**src/rtl/mod_counter_pkg.sv**
```systemverilog
// mod_counter_pkg: shared counter mode type and load clamping helper for mod_counter.
package mod_counter_pkg;
  typedef enum logic {CNT_WRAP = 1'b0, CNT_SAT = 1'b1} cnt_mode_e;
  function automatic logic [31:0] clamp_load(input logic [31:0] val, input logic [31:0] max_val);
    return (val > max_val) ? max_val : val;
  endfunction
endpackage

```
**src/rtl/mod_counter_prescaler.sv**
```systemverilog
// mod_counter_prescaler: divides the count enable by ps_div+1.
// Only compiled when MOD_COUNTER_PRESCALER_EN is defined.
`ifdef MOD_COUNTER_PRESCALER_EN
module mod_counter_prescaler #(
  parameter int PS_WIDTH = 4
) (
  input  logic                clk,
  input  logic                rst_n,
  input  logic                en,
  input  logic                clr,
  input  logic [PS_WIDTH-1:0] ps_div,
  output logic                tick
);
  logic [PS_WIDTH-1:0] ps;
  assign tick = en & (ps == ps_div);
  // A ratio lowered below the current phase lets ps run to all-ones and wrap.
  always_ff @(posedge clk or negedge rst_n)
    if (!rst_n) ps <= '0;
    else if (clr) ps <= '0;
    else if (en) ps <= tick ? '0 : ps + 1'b1;
endmodule
`endif

```
**src/rtl/mod_counter.sv**
```systemverilog
// mod_counter: up/down modulo counter with wrap/saturate, terminal-count pulse and sticky overflow.
// Optional enable prescaler is compiled in with MOD_COUNTER_PRESCALER_EN.
module mod_counter
  import mod_counter_pkg::*;
#(
  parameter int WIDTH    = 8,
  parameter int MAX_VAL  = 2**WIDTH-1,
  parameter int PS_WIDTH = 4
) (
  input  logic                clk,
  input  logic                rst_n,
  input  logic                en,
  input  logic                clr,
  input  logic                load,
  input  logic [WIDTH-1:0]    load_val,
  input  logic                up_dn,
  input  cnt_mode_e           mode,
  input  logic [PS_WIDTH-1:0] ps_div,
  input  logic                ovf_clr,
  output logic [WIDTH-1:0]    count,
  output logic                tc,
  output logic                ovf
);
  localparam logic [WIDTH-1:0] MAX = WIDTH'(MAX_VAL);
  logic tick, step, hit;
  logic [WIDTH-1:0] nxt;
`ifdef MOD_COUNTER_PRESCALER_EN
  mod_counter_prescaler #(.PS_WIDTH(PS_WIDTH)) u_ps (
    .clk    (clk),
    .rst_n  (rst_n),
    .en     (en),
    .clr    (clr | load),
    .ps_div (ps_div),
    .tick   (tick)
  );
`else
  logic unused_ps_div;
  assign unused_ps_div = ^ps_div;
  assign tick = 1'b1;
`endif
  assign step = en & tick & ~clr & ~load;
  // Boundary is MAX in the up direction and zero in the down direction.
  assign hit = up_dn ? (count == MAX) : (count == '0);
  assign nxt = !hit ? (up_dn ? count + 1'b1 : count - 1'b1) :
               (mode == CNT_SAT) ? count : (up_dn ? '0 : MAX);
  always_ff @(posedge clk or negedge rst_n)
    if (!rst_n) begin
      count <= '0;
      tc    <= 1'b0;
      ovf   <= 1'b0;
    end else begin
      count <= clr ? '0 : load ? WIDTH'(clamp_load(32'(load_val), 32'(MAX_VAL))) : step ? nxt : count;
      tc    <= step & hit;
      ovf   <= (step & hit) | (ovf & ~ovf_clr);
    end
endmodule

```
**config.mk**
```make
export PLATFORM = sky130hd
export DESIGN_NAME = mod_counter
export DESIGN_NICKNAME = d
export VERILOG_FILES = /design/src/rtl/mod_counter_pkg.sv /design/src/rtl/mod_counter_prescaler.sv /design/src/rtl/mod_counter.sv
export SDC_FILE = /design/constraint.sdc
export NUM_CORES = 1
export LEC_CHECK = 0
export CAP_MARGIN = 20
export CORE_MARGIN = 5
export CORE_UTILIZATION = 44
export DETAILED_ROUTE_END_ITERATION = 10
export PLACE_DENSITY = 0.83
export SLEW_MARGIN = 30
export SYNTH_ARGS = -nofsm -noshare
export SYNTH_HDL_FRONTEND = slang
export SYNTH_SLANG_ARGS = --single-unit
```
**constraint.sdc**
```tcl
create_clock -name clk -period 2.3 [get_ports clk]
set_clock_uncertainty 0.2 [all_clocks]
set_input_delay 0.46 -clock clk [delete_from_list [all_inputs] [get_ports clk]]
set_output_delay 0.46 -clock clk [all_outputs]
set_load 0.02 [all_outputs]
```
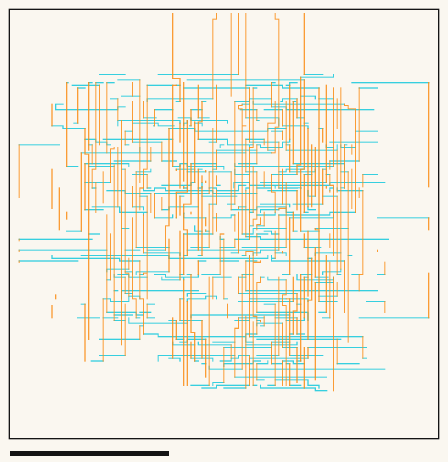
Fig. 1. Metal layers overlaid.
The bar under the picture is 20 µm long. Two of the layers only.
metal 2: in orange, wire length 1410 µm. metal 1: in cyan, wire length 1140 µm.

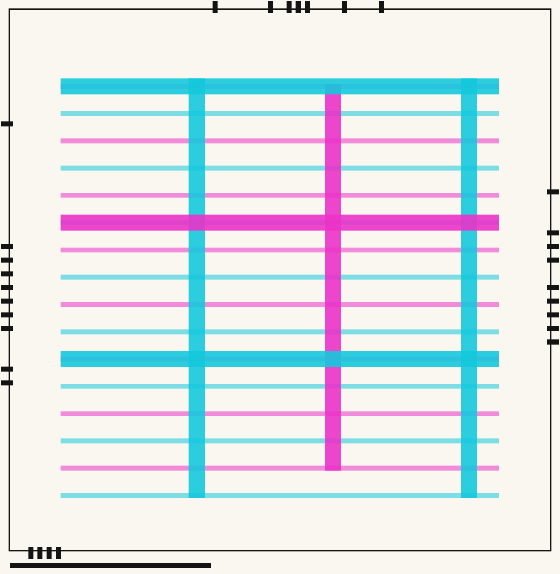
Fig. 2. PDN straps and rails.
The bar under the picture is 20 µm long. Pins as bars on the die edge.
VDD: in magenta. VSS: in cyan.
3 straps on met4. 3 straps on met5. 30 signal pins sit on the boundary. 16 met1 rails follow the rows.

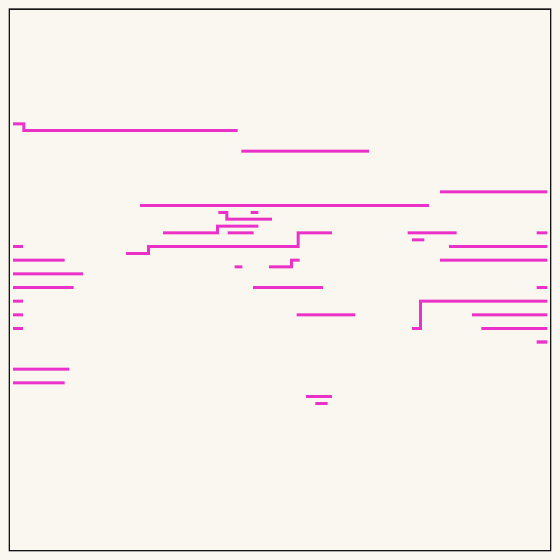
Fig. 3. Signal wires on met3.
The layer holds 7.9% of the routed length. The wires run mostly horizontal. The longest straight run is 28.5 µm.

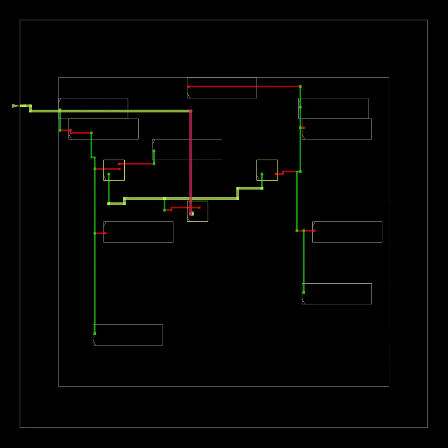
Fig. 4. Clock nets.
registers: 10
number of clock buffers in the layout: 3
Clock Latency Late Sink: 270 ps
clk pwr: 0.121 mW
Clock Sinks: 10

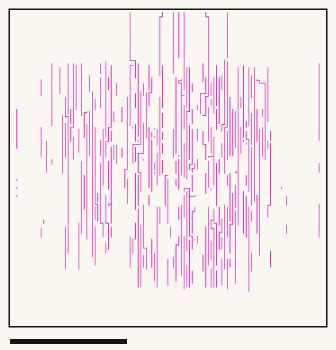
Fig. 5. Met2 routing.
The bar under the picture is 20 µm long.
The layer carries 1410 µm of wire. 149 nets have wire on it.

==> results_dict.tcl <==
# metrics dict for downstream scripts
set metrics [dict create \
    outcome "finished, final reports clean" \
    yosysCellCount 94 \
    internal_power_mw 0.435 \
    numCtsBuffers 3 \
    largest_reg_flops 8 \
    top_cell_area_share 0.296 \
    critPathLaunchType "input port" \
    topCellsByArea "dfrtp_1 (30%), ha_1 (8.9%), xnor2_1 (5.2%)" \
    die_h_um 53.8 \
    core_area_mm2 0.00178 \
    setup_viol 0 \
    largestClassByArea "multi-input combinational cells" \
    final_cells 169 \
    fin_setup_tns_ps 0 \
    ys_seq_frac 0.296 \
    power.total_mw 0.679 \
    worstPathMaxFanout 4 \
    yosysChipArea_um2 846 \
    layout.nonclk_buf_frac 0.304 \
    p_sw_mw 0.244 \
    cp_top_family "buffers and inverters" \
    largest_register "count" \
    busiest_layer "met2" \
    num_vias 989 \
    cts_root_buf "clkbuf_4" \
    fmax_mhz 482 \
    crit_buf_inv 2 \
    cts-htree-levels 1 \
    r2r_setup_slack_ps 260 \
    place_inst 166 \
    drc 0 \
    cp_slowest_cell "fa_2" \
    synth_simple_gate_area_share 0.206 \
    num-nonclk-buffers 48 \
    final_area_mm2 0.00140 \
    lay_top_count "clkdlybuf4s50_1" \
    cts_setup_buffers 0 \
    grt.overflow.total 0 \
    grt_pass1_vias 988 \
    use_met2 0.391 \
    ys_sh_aoi 0.271 \
    max_cap_violations 0 \
    use_met3 0.0554 \
    holdBufCountCts 0 \
    cts_tree "built" \
    layout.core_utilization 0.786 \
    viasPerCell 5.85 \
    synthArstFlopShare 1.00 \
    use_met1 0.271 \
    synth.most_common_cell "dfrtp_1" \
    comb_share 0.463 \
    whs_endpoint "ovf$_DFF_PN0_" \
    postRouteAntennaNets 0 \
    worst_slew_pin_slew_ps 505 \
    place_ws_ps -445 \
    avgSynthCellArea_um2 9.00 \
    r2r_end "count[5]$_DFFE_PN0P_" \
    area_delta_synth_final_pct 65.7 \
    layout.area.comb_um2 649 \
    swShare 0.359 \
    seq_share 0.179 \
    port-buffer-count 25 \
    holdWs_ps 282 \
    edf_count 0 \
    crit_path_end_kind "flip-flop" \
    regArea_um2 250 \
    fp_util 0.474 \
    leakagePower_nw 0.601 \
    tool_warnings 30 \
    row_count 15 \
    ys_sh_xor 0.0725 \
    synthCells 94 \
    r2r_start "count[1]$_DFFE_PN0P_" \
    ir_drop_uv 341 \
    p_per_area_mw_per_mm2 484 \
    top_layer_used "met4" \
    placed_cell_area_mm2 0.00130 \
    p_clk_frac 0.178 \
    wl_per_cell_um 16.5 \
    seqPwrFrac 0.316 \
    num-fill-cells 121 \
]
Power is estimated from default activity; no workload was simulated.
